## src/rtl/alu_arbiter.sv

```systemverilog
// alu_arbiter
//
// Shares a single external ALU between two requesters using round-robin
// arbitration. A granted request has its operands and control code latched
// into registers that drive the ALU; one cycle later the ALU result and flags
// are captured and returned on a shared response channel tagged with the
// requester ID. Only one operation is in flight at a time.
//
// Ports:
//   clock, reset_n            clock (rising edge), asynchronous active-low reset
//   req_valid_N / req_ready_N request handshake for requester N (0 or 1)
//   req_a_N, req_b_N          operands for requester N
//   req_control_N             ALU control code for requester N
//   alu_input_a/b, alu_control registered drive into the ALU
//   alu_result, alu_zero, alu_cout,
//   alu_err_overflow, alu_err_invalid_control   ALU outputs
//   rsp_valid / rsp_ready     response handshake
//   rsp_id                    requester that owns the response
//   rsp_result, rsp_flags     captured result and {invalid, overflow, cout, zero}
//   busy                      high whenever an operation is in flight
//   op_count                  completed response handshakes (wraps)

module alu_arbiter #(
    parameter int WORD_SIZE           = 32,
    parameter int CONTROL_SIGNAL_SIZE = 4,
    parameter int COUNT_WIDTH         = 16
) (
    input  logic                           clock,
    input  logic                           reset_n,

    input  logic                           req_valid_0,
    output logic                           req_ready_0,
    input  logic [WORD_SIZE-1:0]           req_a_0,
    input  logic [WORD_SIZE-1:0]           req_b_0,
    input  logic [CONTROL_SIGNAL_SIZE-1:0] req_control_0,

    input  logic                           req_valid_1,
    output logic                           req_ready_1,
    input  logic [WORD_SIZE-1:0]           req_a_1,
    input  logic [WORD_SIZE-1:0]           req_b_1,
    input  logic [CONTROL_SIGNAL_SIZE-1:0] req_control_1,

    output logic [WORD_SIZE-1:0]           alu_input_a,
    output logic [WORD_SIZE-1:0]           alu_input_b,
    output logic [CONTROL_SIGNAL_SIZE-1:0] alu_control,
    input  logic [WORD_SIZE-1:0]           alu_result,
    input  logic                           alu_zero,
    input  logic                           alu_cout,
    input  logic                           alu_err_overflow,
    input  logic                           alu_err_invalid_control,

    output logic                           rsp_valid,
    input  logic                           rsp_ready,
    output logic                           rsp_id,
    output logic [WORD_SIZE-1:0]           rsp_result,
    output logic [3:0]                     rsp_flags,

    output logic                           busy,
    output logic [COUNT_WIDTH-1:0]         op_count
);

    typedef enum logic [1:0] {
        IDLE,
        EXEC,
        RESP
    } state_t;

    state_t state;
    state_t next_state;

    logic                           grant_valid;
    logic                           grant_id;
    logic                           last_grant;
    logic                           cur_id;
    logic                           accept;
    logic [WORD_SIZE-1:0]           op_a;
    logic [WORD_SIZE-1:0]           op_b;
    logic [CONTROL_SIGNAL_SIZE-1:0] op_control;

    // Round-robin choice: a lone requester always wins; on contention the
    // port that did not complete the previous operation wins.
    always_comb begin
        grant_valid = req_valid_0 | req_valid_1;
        if (req_valid_0 && req_valid_1) begin
            grant_id = ~last_grant;
        end else begin
            grant_id = req_valid_1;
        end
    end

    always_ff @(posedge clock or negedge reset_n) begin
        if (!reset_n) begin
            state <= IDLE;
        end else begin
            state <= next_state;
        end
    end

    always_comb begin
        next_state = state;
        case (state)
            IDLE:    if (grant_valid) next_state = EXEC;
            EXEC:    next_state = RESP;
            RESP:    if (rsp_ready) next_state = IDLE;
            default: next_state = IDLE;
        endcase
    end

    // Ready is only offered in IDLE, and only to the granted port; since a
    // grant implies the port is valid, offering ready is the handshake.
    always_comb begin
        busy        = (state != IDLE);
        accept      = (state == IDLE) && grant_valid;
        req_ready_0 = accept && !grant_id;
        req_ready_1 = accept && grant_id;
    end

    // Datapath: operands are captured only at the request handshake, the ALU
    // output is captured at the end of the single EXEC cycle, and the
    // arbitration history advances only when the response is consumed.
    always_ff @(posedge clock or negedge reset_n) begin
        if (!reset_n) begin
            op_a       <= '0;
            op_b       <= '0;
            op_control <= '0;
            cur_id     <= 1'b0;
            last_grant <= 1'b1;
            rsp_valid  <= 1'b0;
            rsp_id     <= 1'b0;
            rsp_result <= '0;
            rsp_flags  <= '0;
            op_count   <= '0;
        end else begin
            if (accept) begin
                op_a       <= grant_id ? req_a_1 : req_a_0;
                op_b       <= grant_id ? req_b_1 : req_b_0;
                op_control <= grant_id ? req_control_1 : req_control_0;
                cur_id     <= grant_id;
            end
            if (state == EXEC) begin
                rsp_valid  <= 1'b1;
                rsp_id     <= cur_id;
                rsp_result <= alu_result;
                rsp_flags  <= {alu_err_invalid_control, alu_err_overflow,
                               alu_cout, alu_zero};
            end
            if ((state == RESP) && rsp_ready) begin
                rsp_valid  <= 1'b0;
                last_grant <= cur_id;
                op_count   <= op_count + 1'b1;
            end
        end
    end

    assign alu_input_a = op_a;
    assign alu_input_b = op_b;
    assign alu_control = op_control;

endmodule
```

## config.mk

```make
export PLATFORM = sky130hd
export DESIGN_NAME = alu_arbiter
export DESIGN_NICKNAME = d
export VERILOG_FILES = /design/src/rtl/alu_arbiter.sv
export SDC_FILE = /design/constraint.sdc
export NUM_CORES = 1
export LEC_CHECK = 0
export CAP_MARGIN = 20
export CORE_ASPECT_RATIO = 0.5
export CORE_UTILIZATION = 38
export CTS_CLUSTER_DIAMETER = 100
export DETAILED_ROUTE_END_ITERATION = 6
export GPL_ROUTABILITY_DRIVEN = 0
export PLACE_DENSITY = 0.86
export SKIP_LAST_GASP = 1
export SLEW_MARGIN = 10
export SYNTH_ARGS = -nofsm -noshare
export SYNTH_HDL_FRONTEND = slang
export SYNTH_SLANG_ARGS = --single-unit
```

## constraint.sdc

```tcl
create_clock -name clock -period 2.05 [get_ports clock]
set_input_delay 0.3075 -clock clock [delete_from_list [all_inputs] [get_ports clock]]
set_output_delay 0.3075 -clock clock [all_outputs]
set_load 0.005 [all_outputs]
```

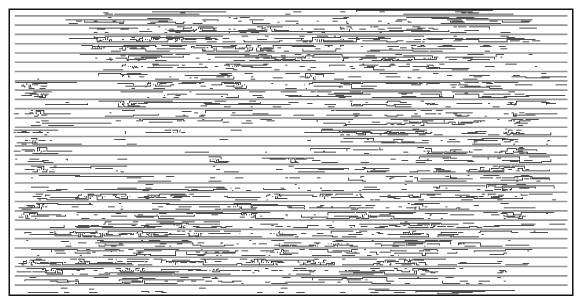
*M1 wires*
Supply wires on this layer in gray.
share of all routed wire = 40%
main direction = horizontal
nets with wire on the layer = 789
wire length on this layer = 6780 um

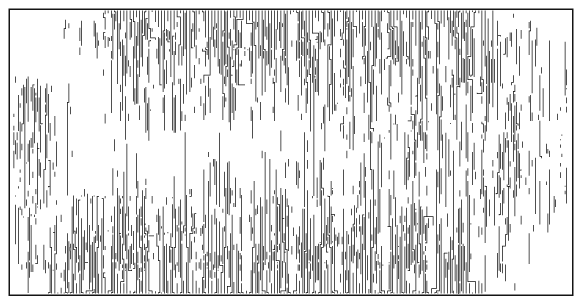
*Signal wires on met2*
share of all routed wire = 53%
nets with wire on the layer = 806
wire length on this layer = 8970 um
main direction = vertical
longest straight run = 44.0 um

==> out/results.tsv <==
metric	value	unit
grt_pass1_wl	26.2	mm
vias_per_cell	5.26	
worstSetupEndpointType	output port	
yosys-stat-cells	387	
grt.overflow.total	0	
final_hold_viol_count	0	
drive_gt1_frac	0.134	
insertion_delay	0.39	ns
layout.nets	874	
pre_cts_slack	0.0386	ns
ir_worst_vdd	0.959	mV
die_w	165	um
wl_met1	6.78	mm
violations	DRC	
status	complete, but fails checks	
finalClockSkew	0.00838	ns
cts_root_buf	clkbuf_16	
netlist_area	5020	um^2
logic_gates	161	
syn2layout_area_growth	79.0	%
comb_area_frac	0.167	
finalHoldWorstSlack	0.347	ns
hp-class	input port to async pin	
placed_area	8320	um^2
ff_count	126	
p_leak	4.08	nW
core	12800	um^2
drc	5	
rows	29	
antenna_found_initial	0	
finalCriticalPeriod	1.89	ns
cts_tree	done	
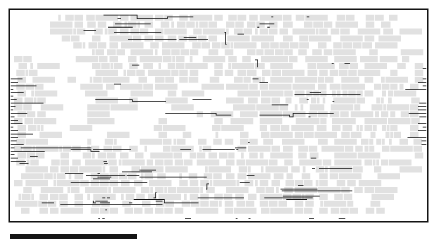
*M3 wires*
The bar under the picture is 50 um long.
longest straight run = 40.0 um
wire length on this layer = 849 um
main direction = horizontal
nets with wire on the layer = 95

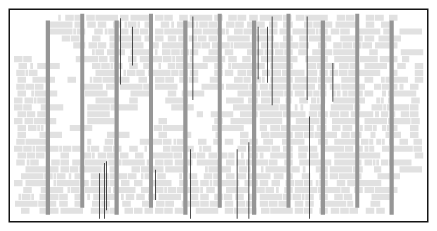
*The metal 4 layer*
Supply wires on this layer in gray.
share of all routed wire = 2.3%
main direction = vertical

cell usage in the layout, fill, tap and decap left out, types with 5 or more instances in the layout:
master,netlist,layout
buf_12,0,6
dfrtp_1,125,123
xnor2_1,7,7
nand2_1,5,5
nor2_1,6,5
inv_1,73,73
clkbuf_16,0,17
clkdlybuf4s50_1,0,298
nand3_1,8,8
bufinv_16,0,5
buf_4,0,10
mux2_2,39,39
xor2_1,8,8
a222oi_1,68,68
worst max-delay path: stages, from the launching register on:
cell	delay, ns
dfrtp_2	0.44
nor2_4	0.12
buf_4	0.13
and3_2	0.23
dlygate4sd2_1	0.27
cell families (layout without fill, tap and decap cells):
logic type      after synthesis  after routing  synth area share
compound gates               71             71             0.139
mux                          39             39            0.0874
flops                       126            126             0.628
buf+inv                     100            421            0.0797
xor+xnor                     15             15            0.0261
fa+ha+maj                     1              1           0.00249
simple gates                 35             35            0.0376
synthesized netlist by cell type:
master / number / area (um^2)
o21ai_1: 1 / 5.00
nand2_1: 5 / 18.8
buf_2: 8 / 40.0
clkbuf_1: 17 / 63.8
a21o_1: 1 / 7.51
ha_1: 1 / 12.5
mux2_2: 39 / 439
nand3b_1: 1 / 7.51
buf_6: 2 / 22.5
nor4_2: 1 / 12.5
nand2b_1: 3 / 18.8
xor2_1: 8 / 70.1
dfrtp_1: 125 / 3130
nor3_1: 3 / 15.0
and4b_1: 1 / 10.0
xnor2_1: 7 / 61.3
nand3_1: 8 / 40.0
nand4_1: 3 / 18.8
and3_1: 4 / 25.0
a222oi_1: 68 / 681
inv_1: 73 / 274
o21ai_0: 1 / 5.00
dfstp_2: 1 / 26.3
nor2_1: 6 / 22.5
